## config.mk

```make
export PLATFORM = sky130hd
export DESIGN_NAME = obj_sprite_engine
export DESIGN_NICKNAME = d
export VERILOG_FILES = /design/src/rtl/obj_sprite_engine_pkg.sv /design/src/rtl/obj_slot.sv /design/src/rtl/obj_sprite_engine.sv
export SDC_FILE = /design/constraint.sdc
export NUM_CORES = 1
export LEC_CHECK = 0
export CELL_PAD_IN_SITES_DETAIL_PLACEMENT = 0
export CELL_PAD_IN_SITES_GLOBAL_PLACEMENT = 2
export CORE_UTILIZATION = 42
export CTS_CLUSTER_DIAMETER = 80
export DETAILED_ROUTE_END_ITERATION = 8
export PLACE_DENSITY = 0.84
export SLEW_MARGIN = 30
export SYNTH_ARGS = -nofsm -noshare
export SYNTH_HDL_FRONTEND = slang
export SYNTH_HIERARCHICAL = 1
export SYNTH_SLANG_ARGS = --single-unit
```

## constraint.sdc

```tcl
create_clock -name clk -period 9.85 [get_ports clk]
set_clock_uncertainty 0.15 [all_clocks]
set_input_delay 2.4625 -clock clk [delete_from_list [all_inputs] [get_ports clk]]
set_output_delay 2.4625 -clock clk [all_outputs]
set_load 0.05 [all_outputs]
```

## src/rtl/obj_sprite_engine_pkg.sv

```systemverilog
// Shared definitions for the object sprite engine and the stage FSMs.
//  - slot_state_e : per-slot lifecycle encoding
//  - game_state_e : top-level game states
//  - find_code_e  : what the current stage asks the player to find
//  - slot_cfg_t   : one slot's runtime configuration (position + atlas source)
//  - s1_t         : per-slot first-stage render result
package obj_sprite_engine_pkg;

  localparam int COORD_W = 10;  // logical coordinate width inside the pipe
  localparam int POS_W   = 9;   // configured position / source width

  typedef enum logic [1:0] {
    SLOT_HIDDEN = 2'd0,
    SLOT_SHOWN  = 2'd1,
    SLOT_BLINK  = 2'd2
  } slot_state_e;

  typedef enum logic [2:0] {
    GS_TITLE  = 3'd0,
    GS_STAGE1 = 3'd1,
    GS_STAGE2 = 3'd2,
    GS_STAGE3 = 3'd3,
    GS_CLEAR  = 3'd4,
    GS_FAIL   = 3'd5
  } game_state_e;

  typedef enum logic [1:0] {
    NONE       = 2'd0,
    FIND_KEY   = 2'd1,
    FIND_LIGHT = 2'd2,
    FIND_DOOR  = 2'd3
  } find_code_e;

  typedef struct packed {
    logic [POS_W-1:0] x;
    logic [POS_W-1:0] y;
    logic [POS_W-1:0] src_x;
    logic [POS_W-1:0] src_y;
  } slot_cfg_t;

  // tx/ty are already offset into the atlas: (x - X + src_x), (y - Y + src_y)
  typedef struct packed {
    logic               hit;
    logic [COORD_W-1:0] tx;
    logic [COORD_W-1:0] ty;
  } s1_t;

endpackage

```

## src/rtl/obj_slot.sv

```systemverilog
// One object slot: configuration registers, HIDDEN/SHOWN/BLINK lifecycle,
// blink frame counter and the first render stage (hit test + atlas offsets).
// Ports:
//  clk, rst       : clock, async active-high reset
//  frame_start    : one-cycle pulse per frame
//  cfg_we, cfg,   : configuration write already decoded for this slot
//  cfg_show
//  collect_acc    : an accepted collect for this slot
//  pix_x, pix_y   : logical pixel coordinates
//  state          : current lifecycle state
//  fin            : combinational, BLINK ends at this clock edge
//  s1_q           : registered hit flag and atlas offsets
module obj_slot
  import obj_sprite_engine_pkg::*;
#(
  parameter int OBJ_W        = 20,
  parameter int OBJ_H        = 20,
  parameter int BLINK_FRAMES = 32,
  parameter int BLINK_HALF   = 4
) (
  input  logic               clk,
  input  logic               rst,
  input  logic               frame_start,
  input  logic               cfg_we,
  input  slot_cfg_t          cfg,
  input  logic               cfg_show,
  input  logic               collect_acc,
  input  logic [COORD_W-1:0] pix_x,
  input  logic [COORD_W-1:0] pix_y,
  output slot_state_e        state,
  output logic               fin,
  output s1_t                s1_q
);

  localparam int CNT_W = $clog2(BLINK_FRAMES + 1);
  localparam logic [CNT_W-1:0] CNT_LAST = CNT_W'(BLINK_FRAMES - 1);

  slot_cfg_t          cfg_q, cfg_d;
  slot_state_e        state_q, state_d;
  logic [CNT_W-1:0]   cnt_q, cnt_d;
  s1_t                s1_d;
  logic               visible;
  logic [COORD_W-1:0] x0, y0, dx, dy;

  // Lifecycle. A config write always wins: it overrides a same-cycle collect
  // and aborts a running blink without reporting completion.
  always_comb begin
    cfg_d   = cfg_q;
    state_d = state_q;
    cnt_d   = cnt_q;
    fin     = 1'b0;
    if (cfg_we) begin
      cfg_d   = cfg;
      state_d = cfg_show ? SLOT_SHOWN : SLOT_HIDDEN;
      cnt_d   = '0;
    end else begin
      case (state_q)
        SLOT_SHOWN: if (collect_acc) begin
          state_d = SLOT_BLINK;
          cnt_d   = '0;
        end
        SLOT_BLINK: if (frame_start) begin
          if (cnt_q == CNT_LAST) begin
            state_d = SLOT_HIDDEN;
            cnt_d   = '0;
            fin     = 1'b1;
          end else begin
            cnt_d = cnt_q + CNT_W'(1);
          end
        end
        default: ;
      endcase
    end
  end

  // Hit test in 10-bit arithmetic so an edge near 511 does not wrap.
  always_comb begin
    visible = (state_q == SLOT_SHOWN) ||
              ((state_q == SLOT_BLINK) &&
               (((32'(cnt_q) / 32'(BLINK_HALF)) % 32'd2) == 32'd0));
    x0      = {1'b0, cfg_q.x};
    y0      = {1'b0, cfg_q.y};
    dx      = pix_x - x0;
    dy      = pix_y - y0;
    s1_d.hit = visible &&
               (pix_x >= x0) && (pix_x < x0 + COORD_W'(OBJ_W)) &&
               (pix_y >= y0) && (pix_y < y0 + COORD_W'(OBJ_H));
    s1_d.tx  = dx + {1'b0, cfg_q.src_x};
    s1_d.ty  = dy + {1'b0, cfg_q.src_y};
  end

  always_ff @(posedge clk or posedge rst) begin
    if (rst) begin
      cfg_q   <= '0;
      state_q <= SLOT_HIDDEN;
      cnt_q   <= '0;
      s1_q    <= '0;
    end else begin
      cfg_q   <= cfg_d;
      state_q <= state_d;
      cnt_q   <= cnt_d;
      s1_q    <= s1_d;
    end
  end

  assign state = state_q;

endmodule

```

## src/rtl/obj_sprite_engine.sv

```systemverilog
// Object sprite engine: draws up to NUM_OBJ rectangular sprites from a shared
// texture atlas onto the VGA scan, with per-slot collect/blink lifecycle.
// Ports:
//  clk, rst            : pixel clock, async active-high reset
//  frame_start         : one-cycle pulse per frame
//  h_cnt, v_cnt        : VGA counters (scaled down by SCALE_SHIFT)
//  cfg_*               : slot configuration write
//  collect_valid/idx   : collect request; collect_ready = accepted this cycle
//  obj_done/done_idx   : one-cycle completion pulse per finished blink
//  pixel_addr, is_object, obj_id : render result, 2 cycles after h/v
module obj_sprite_engine
  import obj_sprite_engine_pkg::*;
#(
  parameter int NUM_OBJ      = 4,
  parameter int IDX_W        = 2,
  parameter int SCALE_SHIFT  = 1,
  parameter int OBJ_W        = 20,
  parameter int OBJ_H        = 20,
  parameter int ATLAS_W      = 320,
  parameter int ATLAS_DEPTH  = 76800,
  parameter int ADDR_W       = 17,
  parameter int BLINK_FRAMES = 32,
  parameter int BLINK_HALF   = 4
) (
  input  logic              clk,
  input  logic              rst,
  input  logic              frame_start,
  input  logic [9:0]        h_cnt,
  input  logic [9:0]        v_cnt,
  input  logic              cfg_we,
  input  logic [IDX_W-1:0]  cfg_idx,
  input  logic [8:0]        cfg_x,
  input  logic [8:0]        cfg_y,
  input  logic [8:0]        cfg_src_x,
  input  logic [8:0]        cfg_src_y,
  input  logic              cfg_show,
  input  logic              collect_valid,
  input  logic [IDX_W-1:0]  collect_idx,
  output logic              collect_ready,
  output logic              obj_done,
  output logic [IDX_W-1:0]  done_idx,
  output logic [ADDR_W-1:0] pixel_addr,
  output logic              is_object,
  output logic [IDX_W-1:0]  obj_id
);

  logic [COORD_W-1:0] pix_x, pix_y;
  slot_cfg_t          cfg_bus;
  slot_state_e        state [NUM_OBJ];
  logic [NUM_OBJ-1:0] cfg_sel, acc_sel, fin_vec;
  s1_t [NUM_OBJ-1:0]  s1;

  assign pix_x   = h_cnt >> SCALE_SHIFT;
  assign pix_y   = v_cnt >> SCALE_SHIFT;
  assign cfg_bus = '{x: cfg_x, y: cfg_y, src_x: cfg_src_x, src_y: cfg_src_y};

  for (genvar i = 0; i < NUM_OBJ; i++) begin : g_slot
    assign cfg_sel[i] = cfg_we && (cfg_idx == IDX_W'(i));
    assign acc_sel[i] = collect_ready && (collect_idx == IDX_W'(i));
    obj_slot #(
      .OBJ_W(OBJ_W), .OBJ_H(OBJ_H),
      .BLINK_FRAMES(BLINK_FRAMES), .BLINK_HALF(BLINK_HALF)
    ) u_slot (
      .clk(clk), .rst(rst), .frame_start(frame_start),
      .cfg_we(cfg_sel[i]), .cfg(cfg_bus), .cfg_show(cfg_show),
      .collect_acc(acc_sel[i]), .pix_x(pix_x), .pix_y(pix_y),
      .state(state[i]), .fin(fin_vec[i]), .s1_q(s1[i])
    );
  end

  // Only a SHOWN slot that is not being reconfigured this cycle accepts.
  always_comb begin
    collect_ready = 1'b0;
    for (int i = 0; i < NUM_OBJ; i++)
      if (collect_idx == IDX_W'(i) && state[i] == SLOT_SHOWN && !cfg_sel[i])
        collect_ready = collect_valid;
  end

  // Stage 2: lowest-index hit owns the pixel; no hit leaves everything 0.
  logic               is_object_q, is_object_d;
  logic [IDX_W-1:0]   obj_id_q, obj_id_d;
  logic [ADDR_W-1:0]  pixel_addr_q, pixel_addr_d;
  logic [COORD_W-1:0] sel_tx, sel_ty;
  logic [31:0]        lin;

  always_comb begin
    is_object_d = 1'b0;
    obj_id_d    = '0;
    sel_tx      = '0;
    sel_ty      = '0;
    for (int i = NUM_OBJ - 1; i >= 0; i--)
      if (s1[i].hit) begin
        is_object_d = 1'b1;
        obj_id_d    = IDX_W'(i);
        sel_tx      = s1[i].tx;
        sel_ty      = s1[i].ty;
      end
    lin          = 32'(sel_tx) + 32'(sel_ty) * 32'(ATLAS_W);
    pixel_addr_d = ADDR_W'(lin % 32'(ATLAS_DEPTH));
  end

  // Completion arbiter: slots finishing together are reported one per
  // cycle, lowest index first; the rest wait in the pending mask.
  logic [NUM_OBJ-1:0] pend_q, pend_d, cand;
  logic               obj_done_q, obj_done_d;
  logic [IDX_W-1:0]   done_idx_q, done_idx_d;

  always_comb begin
    cand       = pend_q | fin_vec;
    pend_d     = cand;
    obj_done_d = 1'b0;
    done_idx_d = '0;
    for (int i = NUM_OBJ - 1; i >= 0; i--)
      if (cand[i]) begin
        obj_done_d = 1'b1;
        done_idx_d = IDX_W'(i);
      end
    if (obj_done_d) pend_d[done_idx_d] = 1'b0;
  end

  always_ff @(posedge clk or posedge rst) begin
    if (rst) begin
      is_object_q  <= 1'b0;
      obj_id_q     <= '0;
      pixel_addr_q <= '0;
      pend_q       <= '0;
      obj_done_q   <= 1'b0;
      done_idx_q   <= '0;
    end else begin
      is_object_q  <= is_object_d;
      obj_id_q     <= obj_id_d;
      pixel_addr_q <= pixel_addr_d;
      pend_q       <= pend_d;
      obj_done_q   <= obj_done_d;
      done_idx_q   <= done_idx_d;
    end
  end

  assign is_object  = is_object_q;
  assign obj_id     = obj_id_q;
  assign pixel_addr = pixel_addr_q;
  assign obj_done   = obj_done_q;
  assign done_idx   = done_idx_q;

endmodule

```

==> results.cfg, run 1 <==
; generated from flow reports
[min_path]
min_delay_path_depth = 2
worst_hold_path.endpoint = pixel_addr[1]$_DFF_PP0_
min_delay_src = g_slot[0].u_slot/s1_q[11]$_DFF_PP0_

[power_and_ir_drop]
dominant_power_group = combinational cells
cellInternalPower_uw = 3412
powerClk_uw = 1440
power.net_switching_uw = 2117
totalPowerFinal_uw = 5529
comb-power_uw = 2420
pwr.group.sequential_uw = 1660
share_comb_of_total_power = 0.438
switching_share = 0.3830

[final_timing]
slew-limit-headroom = 0.2953
setup_violations = 0
final.setup.worst_slack_ns = 2.351
hold_violation_total_from_the_final_report = 0
slew_violations = 0

[final_layout]
num_antenna_cells = 0
post_route_cells_drive_above_1_share = 0.05762
inverters = 432
comb_area_um2 = 12820
area_share_clock_buf_inv = 0.05177
lay_top_count = sky130_fd_sc_hd__inv_1
area_growth_pct = 13.80
multi_in_gates = 1698
nNetsFinal = 2942
utilization = 0.4833
sequential_cell_total = 287
layout.clock_buffers = 52
filler_instances = 5010
number_of_buffers_other_than_clock_buffers_in_the_final_layout = 102

[placement]
placed_cells = 3199
dpl_worst_slack_ns = 2.323
placedInstanceArea_um2 = 23450
gp_congestion = 0.8202

[worst_setup_path]
crit_slowest_cell = sky130_fd_sc_hd__clkdlybuf4s50_1
endpoint = collect_ready
critPathCaptureType = output pin
timing.critical_path.cells = clkdlybuf4s50_1 -> nand2_1 -> nor2_4 -> buf_4 -> nor4_1 -> o41a_1 -> clkdlybuf4s50_1
cp_num_cells = 7
slowest_delay_ns = 0.70
crit_top_cell = sky130_fd_sc_hd__clkdlybuf4s50_1
critical_path_class = input port to output pin
worst-r2r-cell-count = 24
ff2ff_setup_slack_ns = 3.03

[drt]
routed-via-count = 17030
route.detailed.wl_per_inst_um = 17.40
detail_route.vias_per_cell = 5.216
detailedRoute.firstPassIterationCount = 5
detailedRoute.firstIterationViolations = 833

[logic_synthesis]
synth-seq-cells = 287
synth-warning-count = 6
top_cells_by_count = sky130_fd_sc_hd__inv_1, sky130_fd_sc_hd__dfrtp_1, sky130_fd_sc_hd__o21ai_0
yosysUniqueCellTypes = 91
synth.top_cell.area_share = 0.3303
topCellsByArea = sky130_fd_sc_hd__dfrtp_1, sky130_fd_sc_hd__ha_1, sky130_fd_sc_hd__inv_1
yosys_cells = 2445
yosys.stat.chipArea_um2 = 21750
netlist_instances = 2445
netlist_area_um2 = 21750
synth_top_cell_by_area = sky130_fd_sc_hd__dfrtp_1
synth_sequential_area_ratio = 0.3303
ys_sh_simple = 0.1338
ys_dominant_reg_cell = sky130_fd_sc_hd__dfrtp_1
postSynth.asyncResetShare = 1.000
adder_share = 0.2095

[clock_tree]
cts_tree = done
clock.latency.late_pin_ns = 0.56
maximum_clock_insertion_buffer_count = 3
cts_setup_buffers = 0
post_cts_hold_buffer_count = 0
h_tree_depth = 2
cts_made_buffers = 38
cts_num_sinks = 287

[floorplan]
initial_utilization = 0.4247
chip_area_um2 = 52690
io_pins = 90
num_rows = 83
die.size.x_um = 229.5
die_height_um = 229.5

[outcome]
status = completed

[global_route]
via_count_of_the_first_global_routing_pass = 16780
grt.total_usage = 0.2197
grt_antenna_before_repair = 0
overflow_left_after_global_routing = 0

[job]
warning_count = 36
timing.max_cap.violations = 0
## run 1: metal layers
layer  share of wire  GRT usage  routed length (µm)
met1            0.50     0.3227               28350
met2            0.44     0.3435               25120
met3           0.039    0.02291                2226
met4           0.020    0.05667                1147
met5               0          0                   0
## run 1: state kept, by name (all words and copies together) (netlist names)
register             count
g_slot.u_slot/cfg_q    144
g_slot.u_slot/s1_q      84
g_slot.u_slot/cnt_q     24
pixel_addr              17
g_slot.u_slot/state      8
pend_q                   4
done_idx                 2
obj_id                   2
is_object                1
obj_done                 1
## run 1: worst register-to-register path, delay by kind of cell, from the launching register on
family,cells,cell delay [ns]
adders and majority gates,4,1.32
xor gates and xnor gates,1,0.40
and+or+nand+nor,7,0.87
AOI/OAI and AO/OA,10,2.73
DFF,1,0.89
buffers and inverters,2,0.34
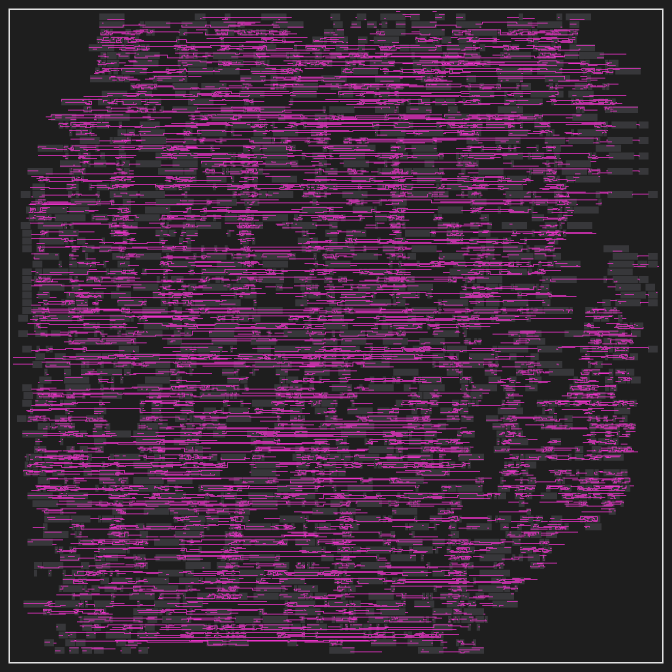
(run_1/met1.png)
Cells faint in the background.
wire length on this layer: 28.3 mm
main direction: horizontal
nets with wire on the layer: 2778

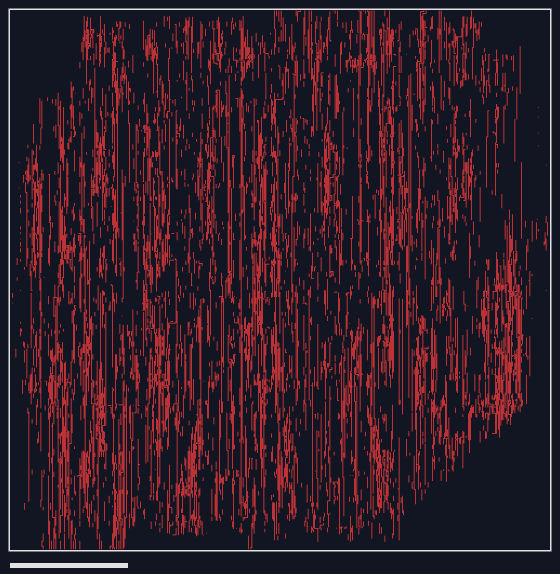
(run_1/met2.png)
The bar under the picture is 50 µm long.
main direction: vertical
longest straight run: 182 µm
nets with wire on the layer: 2381
wire length on this layer: 25.1 mm

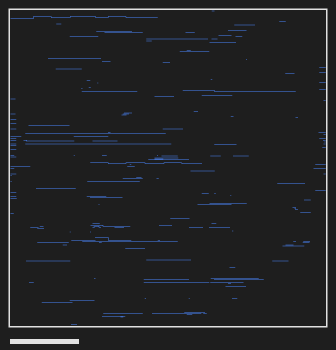
(run_1/met3.png)
The bar under the picture is 50 µm long.
share of all routed wire: 3.9%
main direction: horizontal
nets with wire on the layer: 120
wire length on this layer: 2230 µm

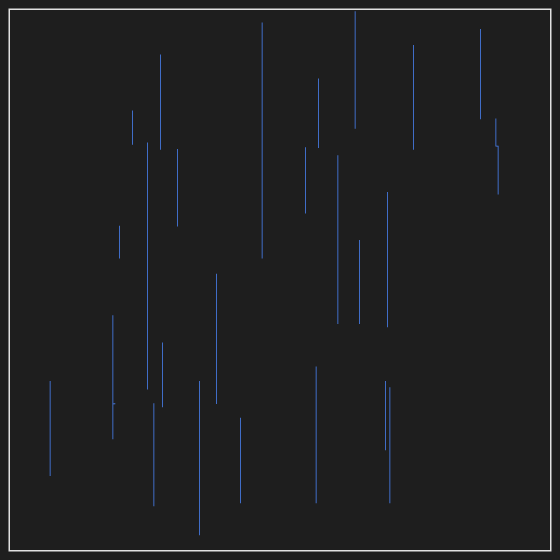
(run_1/met4.png)
share of all routed wire: 2.0%
wire length on this layer: 1150 µm
nets with wire on the layer: 12

--- run 2 (diff from run 1) ---
- CORE_UTILIZATION: 42 -> 39
- PLACE_DENSITY: 0.84 -> 0.79
- clock period: 9.85 -> 7.8 ns (I/O delays scaled with it)
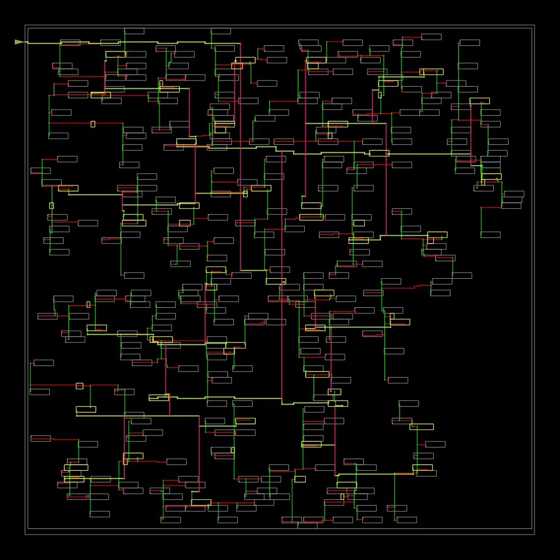
(run_2/final_clocks.png)
clock buf count: 53
number of clock sinks: 287
layout sequential cell count: 287
number of buffers inserted during clock tree synthesis: 38

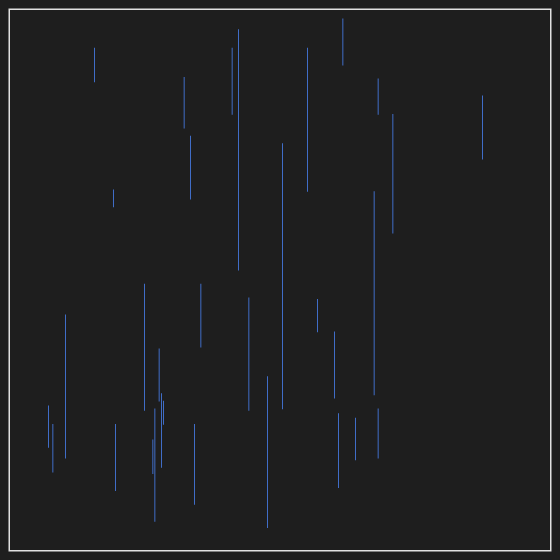
(run_2/met4.png)
wire length on this layer: 1210 µm
longest straight run: 117 µm
nets with wire on the layer: 16

==> results.cfg, run 2 <==
; generated from flow reports
[clock_tree]
clkTransAtPathRegs_ns = 0.05
cts_tree = done
cts_repair_resize_count = 0
clock-root-buffer = sky130_fd_sc_hd__clkbuf_16
clock.latency.late_pin_ns = 0.55
h_tree_depth = 2
post_cts_hold_buffer_count = 0
cts_setup_buffers = 0
maximum_clock_insertion_buffer_count = 3

[logic_synthesis]
post_synth.cell_area_avg_um2 = 8.894
yosys_cells = 2445
netlist_area_um2 = 21750
synth_top_cell_by_area = sky130_fd_sc_hd__dfrtp_1
post_synth_edffs = 0
postSynth.asyncResetShare = 1.000
synth.top_cell.area_share = 0.3303
yosys.stat.chipArea_um2 = 21750
top_cell = sky130_fd_sc_hd__inv_1
synth_sequential_area_ratio = 0.3303
synth-seq-cells = 287
ys_dominant_reg_cell = sky130_fd_sc_hd__dfrtp_1
top_cells_by_count = sky130_fd_sc_hd__inv_1, sky130_fd_sc_hd__dfrtp_1, sky130_fd_sc_hd__o21ai_0
topCellsByArea = sky130_fd_sc_hd__dfrtp_1, sky130_fd_sc_hd__ha_1, sky130_fd_sc_hd__inv_1
synth-warning-count = 6
yosysUniqueCellTypes = 91
netlist_instances = 2445

[global_route]
overflow_left_after_global_routing = 0
grt_max_degree = 76
grt_util_met1 = 0.2921
grt_pass1_wl_um = 92650
via_count_of_the_first_global_routing_pass = 17080
groute.layer.met3.usage = 0.02753
met2_global_route_usage = 0.3438
globalRoute.busiestLayer = met2
grt_antenna_before_repair = 0
grt.total_usage = 0.2100

[final_layout]
area_growth_pct = 14.32
leading_registers_by_flop_count = g_slot.u_slot/cfg_q: 144 flops, g_slot.u_slot/s1_q: 84 flops, g_slot.u_slot/cnt_q: 24 flops
non_clock_buffer_area_share = 0.04017
layout.cell_area.non_filler_um2 = 24860
number_of_buffers_other_than_clock_buffers_in_the_final_layout = 103
comb_area_um2 = 12820
num_antenna_cells = 0
largest_reg_flops = 144
lay_top_count = sky130_fd_sc_hd__inv_1
dominant-cell-class = multi-input combinational cells
inverters = 432
largest_register = g_slot.u_slot/cfg_q
area.share.sequential = 0.2889
post_route_cells_drive_above_1_share = 0.05873
area_share_clock_buf_inv = 0.05250
utilization = 0.4512
final_cells = 3336
nNetsFinal = 2943
filler_instances = 5519
multi_in_gates = 1698
layout.area.seq_um2 = 7182

[final_timing]
slew-limit-headroom = 0.4089
time_the_worst_path_needs_with_i_o_delays_and_setup_ns = 6.502
max_clock_freq_mhz = 153.8
max_slew.worst_pin.slew_ns = 0.8838
slew_violations = 0
grt_setup_unrepaired = no
final.setup.worst_slack_ns = 1.298
setup_violations = 0
hold_violation_total_from_the_final_report = 0
final_min_period_over_clock_period = 0.8336

[worst_setup_path]
critPathLaunchType = flop
worst-r2r-cell-count = 25
rr_startpoint = g_slot[2].u_slot/s1_q[20]$_DFF_PP0_
cp-startpoint = g_slot[2].u_slot/s1_q[20]$_DFF_PP0_
worstPathArrival_ns = 6.78
required_ns = 8.08
slowest_delay_ns = 0.44
ff2ff_setup_slack_ns = 1.30
worst_path_fanout_max = 24
r2r-end = pixel_addr[12]$_DFF_PP0_
crit_slowest_cell = sky130_fd_sc_hd__xnor2_1
cp_num_cells = 25
endpoint = pixel_addr[12]$_DFF_PP0_
critPathCaptureType = flop
critical_path_class = flop to flop
critPathTopFamily = AND-OR/OR-AND gates
cp_num_buf_inv = 3

[floorplan]
core_footprint_um2 = 55090
num_rows = 86
io_pins = 90
initial_utilization = 0.3947
die_height_um = 238.1
chip_area_um2 = 56710
die.size.x_um = 238.1

[power_and_ir_drop]
power.net_switching_uw = 2703
worst_ir_drop_vdd_mv = 0.1269
pwr-share-clk = 0.262
cellInternalPower_uw = 4320
comb-power_uw = 3100
static-leakage-power_uw = 0.01173
powerClk_uw = 1840
dominant_power_group = combinational cells
switching_share = 0.3849
pwr.group.sequential_uw = 2090
share_comb_of_total_power = 0.441
seqPwrFrac = 0.298

[min_path]
worstHoldPathType = flop to flop
worst_hold_path.endpoint = pixel_addr[4]$_DFF_PP0_
min_delay_path_depth = 2
min_delay_src = g_slot[0].u_slot/s1_q[14]$_DFF_PP0_

[placement]
dp_hpwl_um = 45860
quantity_of_i_o_buffers_inserted_on_ports = 87
placedInstanceArea_um2 = 23550
placed_cells = 3268
dpl_worst_slack_ns = 1.292
gp_congestion = 0.8335

[drt]
detail_route.vias_per_cell = 5.109
detailedRoute.firstPassIterationCount = 5
met3_length_um = 2131
met2WireLength_um = 26570
wirelength_met1_um = 28320
route.detailed.wl_per_inst_um = 17.46
routed-via-count = 17050
detailedRoute.firstIterationViolations = 754
drt_wl_total_um = 58230
routed.top_layer = met4
final_antenna_net_count = 0

[outcome]
status = completed

[job]
warning_count = 36
timing.max_cap.violations = 0
==> run 2: cells by family (layout without fill, tap and decap cells) <==
| kind of cell | after synthesis | count (layout) | synth area share |
|---|---|---|---|
| compound gates | 609 | 609 | 0.1800 |
| xor+xnor | 129 | 129 | 0.05299 |
| fa+ha+maj | 320 | 320 | 0.2095 |
| buf+inv | 485 | 603 | 0.08539 |
| flops | 287 | 287 | 0.3303 |
| mux | 16 | 16 | 0.007883 |
| other cells | 1 | 26 | 0.0001724 |
| simple gates | 598 | 598 | 0.1338 |
==> run 2: through the flow <==
stage | power (µW) | hold WS [ns]
floorplan | 4429 | 0.2796
global placement | 5152 | 0.2959
detailed placement | 5214 | 0.2960
CTS | 7103 | 0.3088
global route | 7597 | 0.3252
finish | 7024 | 0.3035
==> run_2/met3.png <==
The bar under the picture is 50 µm long.
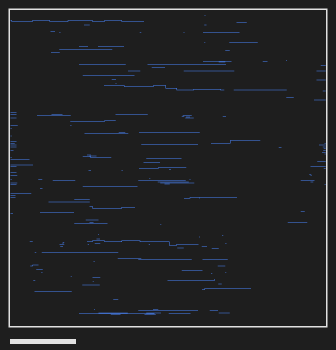

--- run 3 (diff from run 2) ---
- clock period: 7.8 -> 6 ns (I/O delays scaled with it)
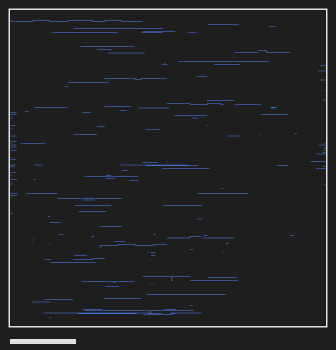
(run_3/met3.png)
The bar under the picture is 50 µm long.
share of all routed wire: 3.7%
wire length on this layer: 2230 µm
main direction: horizontal
longest straight run: 80.7 µm

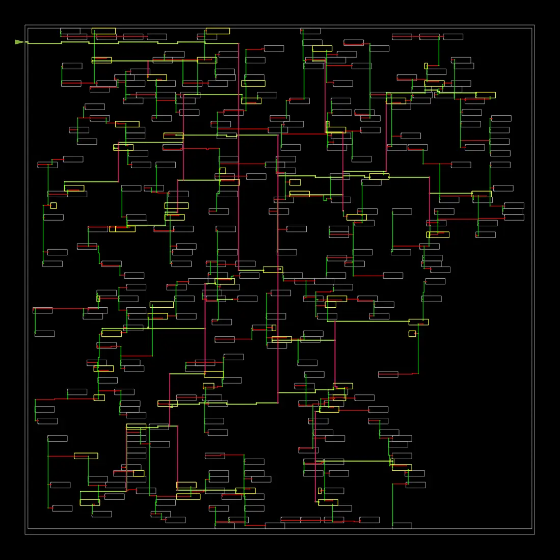
(run_3/final_clocks.png)
clock buf count: 48
latest clock arrival within the worst-skew pair: 0.55 ns
power attributed to the clock group: 2470 µW

==> results.cfg, run 3 <==
; generated from flow reports
[logic_synthesis]
synth_sequential_area_ratio = 0.3303
netlist_instances = 2445
synth_top_cell_by_area = sky130_fd_sc_hd__dfrtp_1
topCellsByArea = sky130_fd_sc_hd__dfrtp_1, sky130_fd_sc_hd__ha_1, sky130_fd_sc_hd__inv_1
top_cell = sky130_fd_sc_hd__inv_1
yosysUniqueCellTypes = 91
synth.top_cell.area_share = 0.3303
synth-seq-cells = 287
post_synth.cell_area_avg_um2 = 8.894
ys_sh_simple = 0.1338
yosys.stat.chipArea_um2 = 21750
yosys_cells = 2445
synth-warning-count = 6
topCombFamilyByArea = adder cells
mux_area_frac = 0.007883
post_synth_edffs = 0

[floorplan]
io_pins = 90
initial_utilization = 0.3947
chip_area_um2 = 56710
core_footprint_um2 = 55090
die_height_um = 238.1
die.size.x_um = 238.1
num_rows = 86

[placement]
placed_cells = 3305
gp_congestion = 0.8374
placedInstanceArea_um2 = 23830
quantity_of_i_o_buffers_inserted_on_ports = 87

[power_and_ir_drop]
totalPowerFinal_uw = 9301
static-leakage-power_uw = 0.01192
dominant_power_group = combinational cells
seqPwrFrac = 0.294
cellInternalPower_uw = 5764
switching_share = 0.3803
pwr-share-clk = 0.265
comb-power_uw = 4100
worst_ir_drop_vdd_mv = 0.1725
pwr.group.sequential_uw = 2730

[final_layout]
leading_registers_by_flop_count = g_slot.u_slot/cfg_q: 144 flops, g_slot.u_slot/s1_q: 84 flops, g_slot.u_slot/cnt_q: 24 flops
num_antenna_cells = 0
largest_reg_flops = 144
area_share_clock_buf_inv = 0.05288
utilization = 0.4587
comb_area_um2 = 12900
lay_top_count = sky130_fd_sc_hd__inv_1
area.share.sequential = 0.2842
post_route_cells_drive_above_1_share = 0.07818
number_of_buffers_other_than_clock_buffers_in_the_final_layout = 142
layout.area.seq_um2 = 7182
dominant-cell-class = multi-input combinational cells
nNetsFinal = 2982
inverters = 432
area_growth_pct = 16.20
sequential_cell_total = 287
filler_instances = 5435

[final_timing]
final.setup.worst_slack_ns = 0.2615
max_slew.worst_pin.slew_ns = 0.9538
hold_violation_total_from_the_final_report = 0
max_clock_freq_mhz = 174.3
final_min_period_over_clock_period = 0.9564
time_the_worst_path_needs_with_i_o_delays_and_setup_ns = 5.739

[drt]
wirelength_met1_um = 29190
detailedRoute.firstIterationViolations = 771
drt_wl_total_um = 59810
routed-via-count = 17250
met2WireLength_um = 27390
detail_route.vias_per_cell = 5.117
final_antenna_net_count = 0
route.detailed.wl_per_inst_um = 17.75
met3_length_um = 2229
routed.top_layer = met4

[clock_tree]
h_tree_depth = 2
maximum_clock_insertion_buffer_count = 3
clock-root-buffer = sky130_fd_sc_hd__clkbuf_16
cts_tree = done
post_cts_hold_buffer_count = 0
cts_num_sinks = 287
cts_made_buffers = 38

[worst_setup_path]
critPathTopFamily = AND-OR/OR-AND gates
worst_path_fanout_max = 6
endpoint = pixel_addr[10]$_DFF_PP0_
required_ns = 6.26
worstPathArrival_ns = 6.00
rr_startpoint = g_slot[3].u_slot/s1_q[20]$_DFF_PP0_
critPathLaunchType = flop
crit_slowest_cell = sky130_fd_sc_hd__or4_1
cp-startpoint = g_slot[3].u_slot/s1_q[20]$_DFF_PP0_
cp_num_cells = 22

[global_route]
via_count_of_the_first_global_routing_pass = 17410
grt_max_degree = 76
grt.total_usage = 0.2160
groute.layer.met3.usage = 0.03216

[job]
warning_count = 36

[min_path]
worstHoldPathType = flop to flop
min_delay_src = g_slot[0].u_slot/s1_q[12]$_DFF_PP0_
min_delay_path_depth = 2

[outcome]
status = completed
[run 3: netlist changes by cell type in the layout (fill, tap and decap cells not counted), moves of 2 or more]
cell,previous run,this run
sky130_fd_sc_hd__clkbuf_1,7,5
sky130_fd_sc_hd__buf_4,14,54
sky130_fd_sc_hd__a22oi_1,20,18
sky130_fd_sc_hd__a21oi_1,116,111
sky130_fd_sc_hd__a21oi_2,8,12
sky130_fd_sc_hd__clkbuf_8,8,5
sky130_fd_sc_hd__o21ai_0,258,256
sky130_fd_sc_hd__clkinv_2,7,2
sky130_fd_sc_hd__bufinv_16,5,8
sky130_fd_sc_hd__buf_6,2,0
sky130_fd_sc_hd__clkinvlp_4,1,3
sky130_fd_sc_hd__a22oi_2,0,2
sky130_fd_sc_hd__o21ai_1,6,8
Power is estimated from default activity; no workload was simulated.
